[config.mk]
export PLATFORM = sky130hd
export DESIGN_NAME = mul_unit
export DESIGN_NICKNAME = d
export VERILOG_FILES = /design/src/rtl/alu_defs.sv /design/src/rtl/mul_unit.sv
export SDC_FILE = /design/constraint.sdc
export NUM_CORES = 1
export LEC_CHECK = 0
export CORE_ASPECT_RATIO = 1.25
export CORE_MARGIN = 2
export CORE_UTILIZATION = 40
export DETAILED_ROUTE_END_ITERATION = 10
export PLACE_DENSITY = 0.66
export RECOVER_POWER = 50
export SYNTH_ARGS = -nofsm -noshare
export SYNTH_HDL_FRONTEND = slang
export SYNTH_SLANG_ARGS = --single-unit
[constraint.sdc]
create_clock -name clk -period 17.15 [get_ports clk]
set_clock_uncertainty 0.05 [all_clocks]
set_input_delay 1.715 -clock clk [delete_from_list [all_inputs] [get_ports clk]]
set_output_delay 1.715 -clock clk [all_outputs]
set_load 0.03 [all_outputs]
[src/rtl/alu_defs.sv]
// alu_defs: ALUSel encodings shared by the combinational ALU, the decoder
// and the iterative multiplier. It also holds the multiplier state
// encoding and a small op-classification helper.
package alu_defs;

  // Combinational ALU operations
  localparam logic [3:0] ALU_ADD    = 4'b0000;
  localparam logic [3:0] ALU_SLL    = 4'b0001;
  localparam logic [3:0] ALU_SLT    = 4'b0010;
  localparam logic [3:0] ALU_SLTU   = 4'b0011;
  localparam logic [3:0] ALU_XOR    = 4'b0100;
  localparam logic [3:0] ALU_SRL    = 4'b0101;
  localparam logic [3:0] ALU_OR     = 4'b0110;
  localparam logic [3:0] ALU_AND    = 4'b0111;
  localparam logic [3:0] ALU_SUB    = 4'b1100;
  localparam logic [3:0] ALU_SRA    = 4'b1101;
  localparam logic [3:0] ALU_BSEL   = 4'b1111;

  // RV32M multiply codes; the whole 10xx block belongs to mul_unit
  localparam logic [3:0] ALU_MUL    = 4'b1000;
  localparam logic [3:0] ALU_MULH   = 4'b1001;
  localparam logic [3:0] ALU_MULHSU = 4'b1010;
  localparam logic [3:0] ALU_MULHU  = 4'b1011;

  // Multiplier control states
  typedef enum logic [1:0] {
    MUL_IDLE = 2'b00,
    MUL_CALC = 2'b01,
    MUL_DONE = 2'b10
  } mul_state_e;

  // True for any select code handled by the multiplier
  function automatic logic is_mul_op(input logic [3:0] sel);
    return (sel[3:2] == 2'b10);
  endfunction

endpackage

[src/rtl/mul_unit.sv]
// mul_unit: iterative shift-add multiplier for mul/mulh/mulhsu/mulhu.
// Operands are converted to magnitudes at capture, multiplied one
// multiplier bit per cycle (LSB first) and the sign is applied on the
// final edge, so latency is fixed at N cycles regardless of operand values.
//
// Ports:
//   clk, rst        - clock, asynchronous active-high reset
//   A, B            - rs1 / rs2 operands (N bits)
//   ALUSel          - operation select (10xx handled here)
//   in_valid/ready  - operation handshake; ready only in IDLE
//   out_valid/ready - result handshake; Res held until taken
//   Res             - registered N-bit result
module mul_unit
  import alu_defs::*;
#(
  parameter int N = 32
) (
  input  logic         clk,
  input  logic         rst,
  input  logic [N-1:0] A,
  input  logic [N-1:0] B,
  input  logic [3:0]   ALUSel,
  input  logic         in_valid,
  output logic         in_ready,
  output logic         out_valid,
  input  logic         out_ready,
  output logic [N-1:0] Res
);

  localparam int CW = $clog2(N) + 1;

  mul_state_e     state_r;
  mul_state_e     state_nxt_s;

  logic [2*N-1:0] mcand_r;     // multiplicand, pre-shifted to the current bit
  logic [N-1:0]   mplier_r;    // multiplier, shifted right so bit 0 is current
  logic [2*N-1:0] acc_r;
  logic [CW-1:0]  cnt_r;
  logic           neg_r;
  logic           hi_r;
  logic [N-1:0]   res_r;
  logic           out_valid_r;

  logic           accept_s;
  logic           a_signed_s;
  logic           b_signed_s;
  logic           a_neg_s;
  logic           b_neg_s;
  logic [N-1:0]   a_mag_s;
  logic [N-1:0]   b_mag_s;
  logic           last_s;
  logic [2*N-1:0] acc_sum_s;
  logic [2*N-1:0] prod_s;

  assign in_ready  = (state_r == MUL_IDLE);
  assign out_valid = out_valid_r;
  assign Res       = res_r;

  assign accept_s = in_valid && (state_r == MUL_IDLE) && is_mul_op(ALUSel);
  assign last_s   = (cnt_r == CW'(N - 1));

  // Operand signedness and magnitudes; -2^(N-1) negates to itself, which
  // is the correct unsigned magnitude 2^(N-1).
  always_comb begin
    a_signed_s = (ALUSel[1:0] != 2'b11);
    b_signed_s = (ALUSel[1] == 1'b0);
    a_neg_s    = a_signed_s && A[N-1];
    b_neg_s    = b_signed_s && B[N-1];
    if (a_neg_s) begin
      a_mag_s = (~A) + N'(1);
    end else begin
      a_mag_s = A;
    end
    if (b_neg_s) begin
      b_mag_s = (~B) + N'(1);
    end else begin
      b_mag_s = B;
    end
  end

  // Partial-product step and final sign application of the full product
  always_comb begin
    if (mplier_r[0]) begin
      acc_sum_s = acc_r + mcand_r;
    end else begin
      acc_sum_s = acc_r;
    end
    if (neg_r) begin
      prod_s = (~acc_sum_s) + (2*N)'(1);
    end else begin
      prod_s = acc_sum_s;
    end
  end

  // State register
  always_ff @(posedge clk or posedge rst) begin
    if (rst) begin
      state_r <= MUL_IDLE;
    end else begin
      state_r <= state_nxt_s;
    end
  end

  // Next-state decode
  always_comb begin
    state_nxt_s = state_r;
    case (state_r)
      MUL_IDLE: begin
        if (accept_s) begin
          state_nxt_s = MUL_CALC;
        end else begin
          state_nxt_s = MUL_IDLE;
        end
      end
      MUL_CALC: begin
        if (last_s) begin
          state_nxt_s = MUL_DONE;
        end else begin
          state_nxt_s = MUL_CALC;
        end
      end
      MUL_DONE: begin
        if (out_valid_r && out_ready) begin
          state_nxt_s = MUL_IDLE;
        end else begin
          state_nxt_s = MUL_DONE;
        end
      end
      default: state_nxt_s = MUL_IDLE;
    endcase
  end

  // Datapath: capture, iterate, publish the selected half, hand off
  always_ff @(posedge clk or posedge rst) begin
    if (rst) begin
      mcand_r     <= '0;
      mplier_r    <= '0;
      acc_r       <= '0;
      cnt_r       <= '0;
      neg_r       <= 1'b0;
      hi_r        <= 1'b0;
      res_r       <= '0;
      out_valid_r <= 1'b0;
    end else begin
      case (state_r)
        MUL_IDLE: begin
          if (accept_s) begin
            mcand_r  <= {{N{1'b0}}, a_mag_s};
            mplier_r <= b_mag_s;
            acc_r    <= '0;
            cnt_r    <= '0;
            neg_r    <= a_neg_s ^ b_neg_s;
            hi_r     <= (ALUSel[1:0] != 2'b00);
          end else begin
            cnt_r    <= cnt_r;
          end
        end
        MUL_CALC: begin
          acc_r    <= acc_sum_s;
          mcand_r  <= {mcand_r[2*N-2:0], 1'b0};
          mplier_r <= {1'b0, mplier_r[N-1:1]};
          cnt_r    <= cnt_r + CW'(1);
          if (last_s) begin
            res_r       <= hi_r ? prod_s[2*N-1:N] : prod_s[N-1:0];
            out_valid_r <= 1'b1;
          end else begin
            out_valid_r <= 1'b0;
          end
        end
        MUL_DONE: begin
          if (out_valid_r && out_ready) begin
            out_valid_r <= 1'b0;
          end else begin
            out_valid_r <= out_valid_r;
          end
        end
        default: begin
          out_valid_r <= 1'b0;
        end
      endcase
    end
  end

endmodule

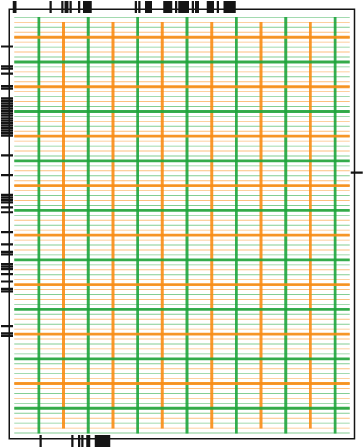
Figure 1: supply network.
Pins as bars on the die edge.
- green: VSS
- orange: VDD
- met4 straps: 13
- rows: 84
- met1 rails: 85
- signal pins: 106
Horiz. Die Dim: 189.0 µm
vertical die size: 235.3 µm
IR drop worst, VDD: 0.00009070 V

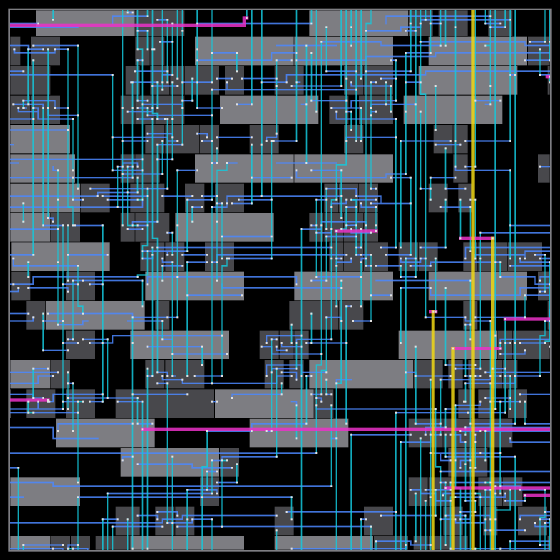
Figure 2: a small window of the routed layout.
Window x 22 to 72, y 151 to 201 µm. Cells in gray, sequential cells in the stronger gray; small squares are vias.
- cyan: metal 2
- yellow: metal 4
- blue: metal 1
- magenta: metal 3
- most frequent: dfrtp_1 (26), o21ai_0 (19)
- sequential cells in the window: 27
- cells with their middle in the window: 136
- netlist names of flops here include: mplier_r (14), cnt_r (6), Res (5)

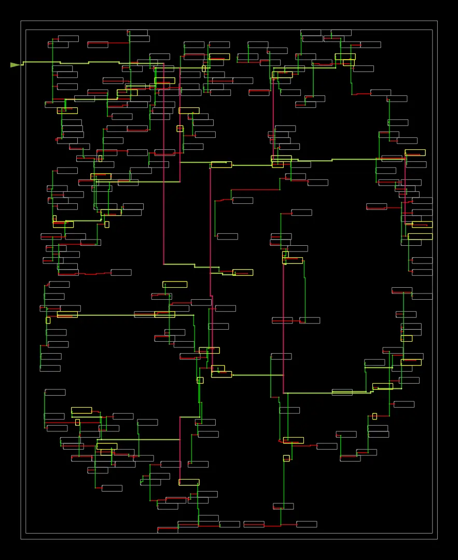
Figure 3: the clock network.
Clock buffer cells: 33
sequential cell count: 203
clock latency at the later pin of the worst-skew pair: 0.56 ns
TritonCTS buffer count: 26
Clock Sinks: 203

==> results.rst <==
Flow metrics
------------

.. list-table::
   :header-rows: 1

   * - Metric
     - Value
   * - Detailed-router iteration count before antenna repair
     - 8
   * - Maximum clock path buffer count
     - 3
   * - Number of antenna violations at the first check in global routing
     - 0
   * - Global placer's final weighted congestion
     - 0.9943
   * - Required time at the worst-slack endpoint
     - 16.58 ns
   * - Layout cells sized above 1
     - 5.814%
   * - Global routing met2 resource utilization
     - 50.92%
   * - Yosys Chip Area
     - 17120 µm²
   * - Accumulated negative setup slack
     - 0 ns
   * - Number of cells on the critical path
     - 3
   * - Dominant power group
     - combinational cells
   * - Hold Vio Cnt, Final
     - 0
   * - Placement Cell Area
     - 18540 µm²
   * - AND-OR/OR-AND Cells, Area Fraction
     - 30.96%
   * - CTS tree
     - built
   * - Setup slack at placement
     - 11.58 ns
   * - Comb. pwr
     - 2640 µW
   * - Global-route wire length before repair
     - 102.5 mm
   * - Count of warnings emitted by yosys
     - 0
   * - Fraction of area in non-clock buffers
     - 6.559%
   * - DP Cell Count
     - 2751
   * - Prevailing post-synth register cell
     - sky130_fd_sc_hd__dfrtp_1
   * - Cell area after layout
     - 19340 µm²
   * - Global Route Usage Sum
     - 29.47%
   * - Tally of unique sky130hd cells used after synthesis
     - 101
   * - Power Clock
     - 550 µW
   * - Status
     - finished with violations
   * - Tap Cells
     - 559
   * - Hold path endpoint
     - Res[1]
   * - Final number of max-transition violations
     - 440
   * - Clock share of power
     - 13.6%
   * - Type of destination of the critical path
     - async pin
   * - Violations in the final reports
     - capacitance limit, slew limit
   * - Psw
     - 2216 µW
   * - Nonclk buf count
     - 137
   * - Tally of max-capacitance violations
     - 7
   * - Net switching fraction of the power
     - 54.60%
   * - Unrepaired setup endpoints after global routing
     - false
   * - GR Layer Usage met3
     - 2.788%
   * - Setup WS post-layout
     - 8.959 ns
   * - Most area-consuming cells after synthesis
     - sky130_fd_sc_hd__dfrtp_1, sky130_fd_sc_hd__o21ai_0, sky130_fd_sc_hd__nand2_1
   * - Inverter count
     - 33
   * - Crit share post-route
     - 47.76%
   * - Top delay family on crit path
     - buffers and inverters
   * - Delay of the slowest cell on the worst path
     - 2.88 ns
   * - Routed met3 length
     - 3.024 mm
   * - Simple Share, Synth
     - 22.89%
   * - Synth-to-layout area growth
     - 13.01%
   * - Mi-comb count
     - 1819
   * - Number of synthesized flops with an enable pin
     - 0
   * - Synth async-reset ratio
     - 100.0%
   * - Setup slack of the worst register-to-register path
     - 11.03 ns
   * - Start point of the worst hold path
     - Res[1]
   * - ANT cells
     - 0
   * - CP Buf/Inv Count
     - 3
   * - Detailed-route vias per instance
     - 6.306
   * - R2R Path Start
     - state_r[0]
   * - Power share of the sequential group
     - 21.5%
   * - I/O pin cnt
     - 106
   * - Final count of negative-setup-slack endpoints
     - 0
   * - Cell type with the largest total area
     - sky130_fd_sc_hd__dfrtp_1
   * - Biggest fanout along the worst timing path
     - 83
   * - # hold bufs at CTS
     - 0
   * - Cells along the critical path
     - dlygate4sd3_1 -> clkinvlp_2 -> clkbuf_1
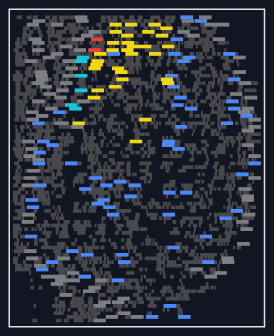
Figure 4: sequential cells colored by netlist name.
Other sequential cells in the stronger gray, the rest of the logic in the fainter gray.
- blue: acc_r (placed flops 64; where all over the die)
- cyan: cnt_r (placed flops 6; where north-west)
- yellow: Res (placed flops 32; where north)
- red: state_r (placed flops 2)
- not colored: 99
Sequential Power: 871 µW
Seq area share: 26.29%
total area of sequential cells: 5085 µm²
utilization of the core after routing: 45.90%

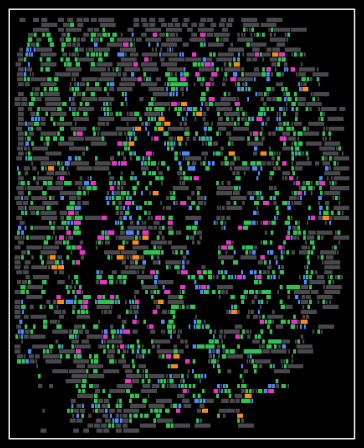
Figure 5: selected gate families.
- blue: NOR gates (cells 278; where all over the die)
- orange: multiplexers (cells 33; where all over the die)
- green: inverting AOI/OAI gates (cells 713; where all over the die)
- magenta: AND-OR and OR-AND gates (cells 95)
most common library cell in the layout ignoring fill and taps: sky130_fd_sc_hd__o21ai_0
non-filler cells in the finished layout: 2795
combinational share of cell area: 58.53%

Power figures rest on the tool's default switching activity, not on a simulated workload.
